Design mfp_clock_edge_monitor, sky130hd; sources not shown.
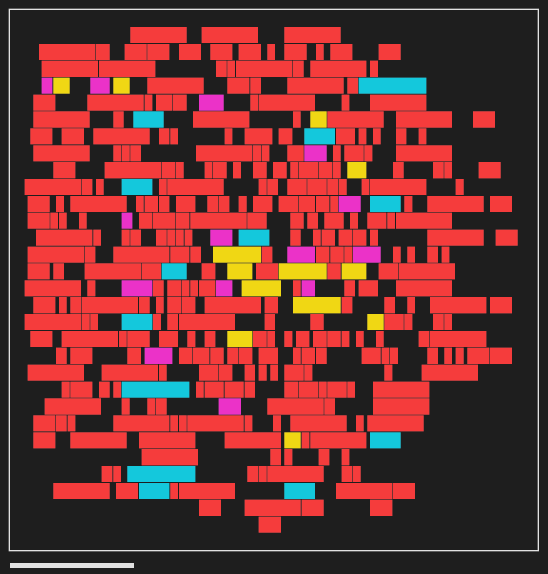
(run_1/sizes.png)
Bar = 20 um.
legend:
  yellow:
    size: _3 and _4 cells
    cells: 13
  magenta:
    size: _2 cells
    cells: 14
  red:
    size: _0 and _1 cells
    cells: 322
  cyan:
    size: _6 and larger
    cells: 13
final instance area: 3760 um^2
Signal buffers: 40
Syn-to-layout area delta: 20.0%

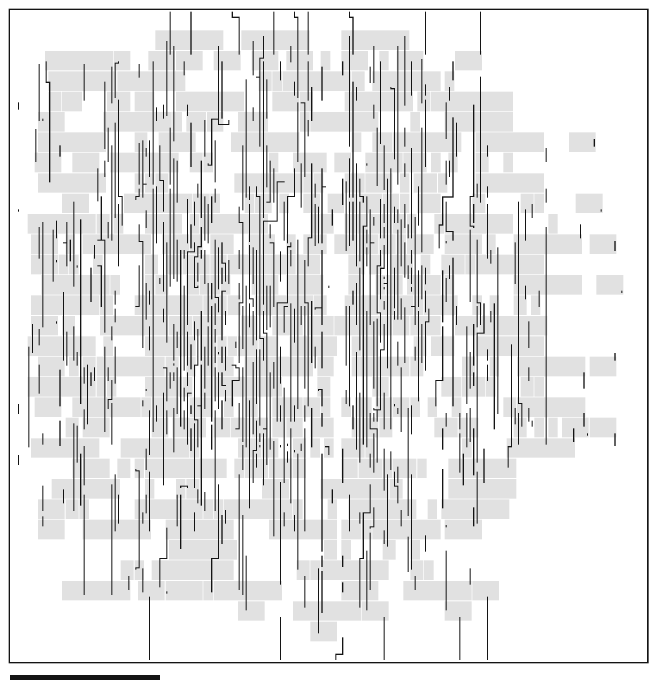
(run_1/layer_met2.png)
Bar = 20 um. Cells faint in the background.
main direction: vertical
longest straight run: 34.7 um
nets with wire on the layer: 308
wire length on this layer: 3,130 um
vias: 2,477
final WL: 6570 um
met2 Resource Use GR: 0.296

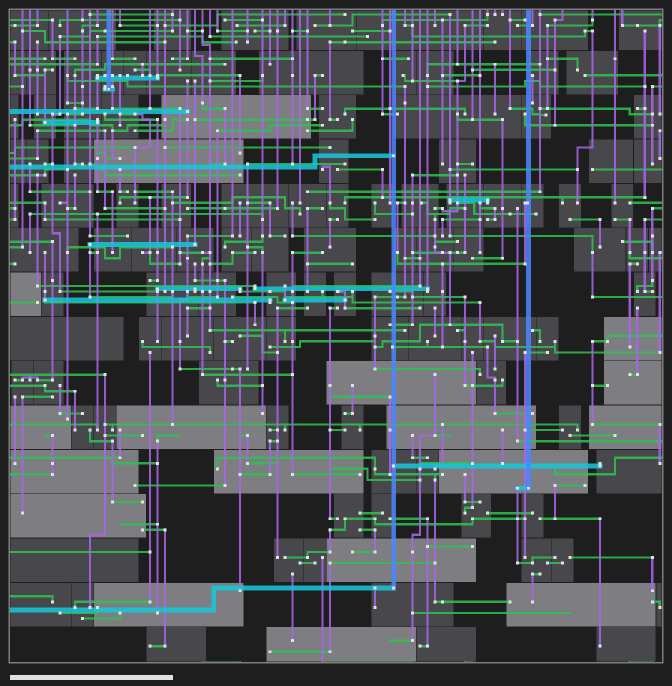
(run_1/detail.png)
Bar = 10 um. Window x 22 to 62, y 6 to 46 um. Cells in grey, sequential cells in the stronger grey; small squares are vias.
legend:
  green:
    layer: metal 1
  purple:
    layer: metal 2
  blue:
    layer: metal 4
  cyan:
    layer: metal 3
cells with their middle in the window: 118
sequential cells in the window: 13
most frequent: nor2_1 (21), dfrtp_1 (13), nand2_1 (11)

==> impl_metrics.env, run 1 <==
# physical design summary
export IMPL_topCellsByArea="dfrtp_1, nor2_1, nand2_1"
export IMPL_worstRegToRegCells=8
export IMPL_cts_root_buf="clkbuf_8"
export IMPL_p_switching_w=0.000259
export IMPL_drt_met1_wl_um=2930
export IMPL_ys_flops=65
export IMPL_ys_cells=326
export IMPL_die_w_um=85
export IMPL_maxCapViolCount=0
export IMPL_wl_per_cell_um=14.9
export IMPL_post_cts_setup_buffer_count=0
export IMPL_ff_type="dfrtp_1"
export IMPL_adder_share=0.00400
export IMPL_synth_area_per_cell_um2=9.61
export IMPL_yosys_stat_seqShare=0.519
export IMPL_nMultiInputCombCells=236
export IMPL_antenna_found_initial=0
export IMPL_cts_resized=0
export IMPL_status="finished, final reports clean"
export IMPL_core_area_um2=6570
export IMPL_synth_edff_count=0
export IMPL_grt_util_all_layers=0.191
export IMPL_final_layout_size_suffix_gt1_frac=0.110
export IMPL_ir_drop_v=0.000224
export IMPL_n_tap_cell=80
export IMPL_flops=65
export IMPL_p_int_w=0.000831
export IMPL_p_sw_frac=0.237
export IMPL_grt_pass1_wl_um=11100
export IMPL_regToRegSetupSlack_ps=2950
export IMPL_cp_arrival_ps=2890
export IMPL_cp_num_buf_inv=0
export IMPL_htree_levels=3
export IMPL_hold_viol=0
export IMPL_num_rows=30
export IMPL_hpwl_um=4480
export IMPL_ant_nets=0
export IMPL_sh_comb_area=0.367
export IMPL_final_setup_tns_ps=0
export IMPL_mostFrequentLayoutCells="dfrtp_1, nor2_1, nand2_1, clkdlybuf4s50_1, o21ai_0"
export IMPL_xor_share=0.0503
export IMPL_gr_usage_met3=0.0540
export IMPL_placed_area_um2=3500
export IMPL_cts_made_buffers=9
export IMPL_cp_depth=8
export IMPL_yosys_warnings=0
export IMPL_comb_area_um2=1380
export IMPL_layout_cells_most_common="dfrtp_1"
export IMPL_p_leak_nw=1.60
export IMPL_seqPwrFrac=0.475
export IMPL_grt_ovfl_total=0
export IMPL_fin_cells=442
export IMPL_top_cell="dfrtp_1"
export IMPL_power_frac_comb=0.086
export IMPL_dpl_cell_count=425
export IMPL_clock_power_w=0.000478
export IMPL_crit_path_max_incr_delay_ps=480
export IMPL_nFillCells=564
export IMPL_slew_headroom=0.464
export IMPL_setup_viol=0
export IMPL_cp_start_kind="register"
export IMPL_highest_layer="met4"
export IMPL_endpoint_kind="register"
export IMPL_ys_top_cells_by_count="dfrtp_1, nor2_1, nand2_1"
export IMPL_drt_pass1_iterations=5
export IMPL_via_per_inst=5.60
export IMPL_drt_iter0_markers=240
export IMPL_final_nets=361
export IMPL_worstSetupPathType="register to register"
export IMPL_mux_share=0.00759
export IMPL_dr_wl_met2_um=3130
export IMPL_top_area_cell="dfrtp_1"
export IMPL_die_y_um=87
export IMPL_power_w=0.00109
export IMPL_comb_cell_power_w=0.0000942
export IMPL_busiest_layer="met2"
export IMPL_wl_met3_um=375
export IMPL_remaining_drc_errors=0
export IMPL_cp_top_family="simple AND/OR/NAND/NOR gates"
export IMPL_clock_area_frac=0.0646
export IMPL_clkbuf_count=9
export IMPL_ys_sh_simple=0.288
==> run_1/layer_met1.png <==
Bar = 20 um. Supply wires on this layer in grey. Cells faint in the background.
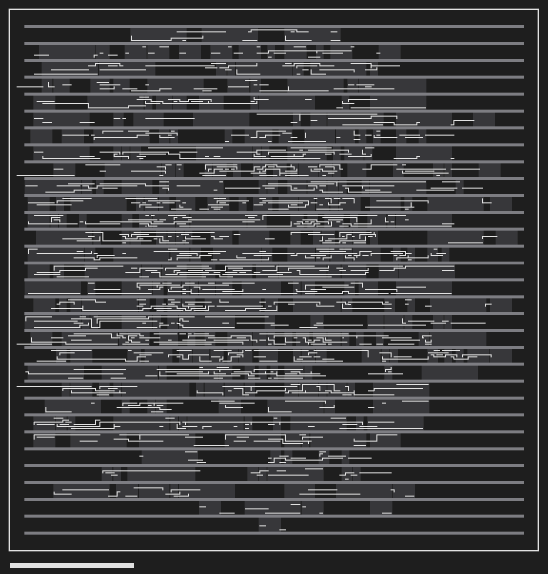

## Run 2: what changed since run 1
--- a/config.mk
+++ b/config.mk
@@ -6,14 +6,14 @@
 export NUM_CORES = 1
 export LEC_CHECK = 0
 export ABC_AREA = 0
-export ABC_CLOCK_PERIOD_IN_PS = 5600
+export ABC_CLOCK_PERIOD_IN_PS = 2200
 export CAP_MARGIN = 20
 export CORE_AREA = 2 2 83 85
 export CTS_BUF_LIST = sky130_fd_sc_hd__clkbuf_8
 export DETAILED_ROUTE_END_ITERATION = 10
 export DIE_AREA = 0 0 85 87
 export GPL_ROUTABILITY_DRIVEN = 0
-export PLACE_DENSITY = 0.78
+export PLACE_DENSITY = 0.8
 export SYNTH_ARGS = -nofsm -noshare
 export SYNTH_HDL_FRONTEND = slang
 export SYNTH_SLANG_ARGS = --single-unit
==> constraint.sdc (replaced) <==
create_clock -name clk -period 2.2 [get_ports clk]
set_input_delay 0.33 -clock clk [delete_from_list [all_inputs] [get_ports clk]]
set_output_delay 0.33 -clock clk [all_outputs]
set_load 0.005 [all_outputs]
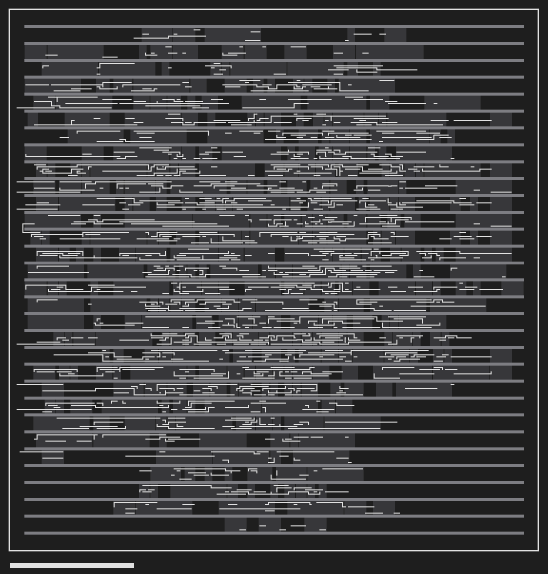
(run_2/layer_met1.png)
Bar = 20 um. Supply wires on this layer in grey. Cells faint in the background.
wire length on this layer: 3,300 um
main direction: horizontal
share of all routed wire: 42%
met1 Use GR: 0.260
vias: 2,776
final WL: 7840 um

==> impl_metrics.env, run 2 <==
# physical design summary
export IMPL_status="finished with violations"
export IMPL_violations="setup timing"
export IMPL_busiest_layer="met2"
export IMPL_ff_type="dfrtp_1"
export IMPL_clock_power_w=0.00114
export IMPL_cp_start_kind="register"
export IMPL_clkbuf_count=10
export IMPL_worstRegToRegCells=9
export IMPL_p_int_w=0.00208
export IMPL_wl_met3_um=433
export IMPL_yosys_stat_seqShare=0.519
export IMPL_post_cts_setup_buffer_count=0
export IMPL_top_cell="dfrtp_1"
export IMPL_drt_pass1_iterations=5
export IMPL_ys_top_cells_by_count="dfrtp_1, nor2_1, nand2_1"
export IMPL_die_y_um=87
export IMPL_slew_headroom=0.542
export IMPL_topCombFamilyByArea="simple AND/OR/NAND/NOR gates"
export IMPL_p_switching_w=0.000686
export IMPL_xor_share=0.0503
export IMPL_num_rows=30
export IMPL_final_layout_size_suffix_gt1_frac=0.254
export IMPL_grt_ovfl_total=0
export IMPL_use_met2=0.350
export IMPL_ant_nets=0
export IMPL_mux_share=0.00759
export IMPL_drt_iter0_markers=231
export IMPL_highest_layer="met4"
export IMPL_nFillCells=483
export IMPL_power_w=0.00277
export IMPL_aoi_share=0.0895
export IMPL_clock_area_frac=0.0540
export IMPL_p_sw_frac=0.248
export IMPL_final_nets=405
export IMPL_htree_levels=3
export IMPL_core_area_um2=6570
export IMPL_p_leak_nw=1.89
export IMPL_setup_ws_ps=-33.2
export IMPL_finalClockSkew_ps=11.2
export IMPL_cts_made_buffers=9
export IMPL_cts_root_buf="clkbuf_8"
export IMPL_ys_cells=326
export IMPL_drt_met1_wl_um=3300
export IMPL_flops=65
export IMPL_adder_share=0.00400
export IMPL_top_area_cell="dfrtp_1"
export IMPL_grt_util_all_layers=0.211
export IMPL_endpoint_kind="register"
export IMPL_synth_area_per_cell_um2=9.61
export IMPL_cts_resized=2
export IMPL_comb_cell_power_w=0.000307
export IMPL_setup_viol=1
export IMPL_maxCapViolCount=0
export IMPL_power_frac_comb=0.111
export IMPL_hpwl_um=5200
export IMPL_hold_viol=0
export IMPL_n_tap_cell=80
export IMPL_dr_wl_met2_um=3900
export IMPL_top_power_group="registers"
export IMPL_buffers=84
export IMPL_layout_cells_most_common="dfrtp_1"
export IMPL_topCellsByArea="dfrtp_1, nor2_1, nand2_1"
export IMPL_remaining_drc_errors=0
export IMPL_seqPwrFrac=0.476
export IMPL_ys_flops=65
export IMPL_worstSetupPathType="register to register"
export IMPL_via_per_inst=5.71
export IMPL_synth_edff_count=0
export IMPL_placed_area_um2=3770
export IMPL_regToRegSetupSlack_ps=-30
export IMPL_fin_cells=486
export IMPL_yosys_warnings=0
export IMPL_nMultiInputCombCells=236
export IMPL_cp_top_family="AND-OR/OR-AND gates"
export IMPL_gr_usage_met3=0.0635
export IMPL_worstPathRequired_ps=2490
export IMPL_cp_num_buf_inv=2
export IMPL_die_w_um=85
export IMPL_antenna_found_initial=0
export IMPL_wl_per_cell_um=16.1
export IMPL_mostFrequentLayoutCells="dfrtp_1, nor2_1, buf_4, nand2_1, clkdlybuf4s50_1"
export IMPL_ys_sh_simple=0.288
export IMPL_final_setup_tns_ps=-33.2
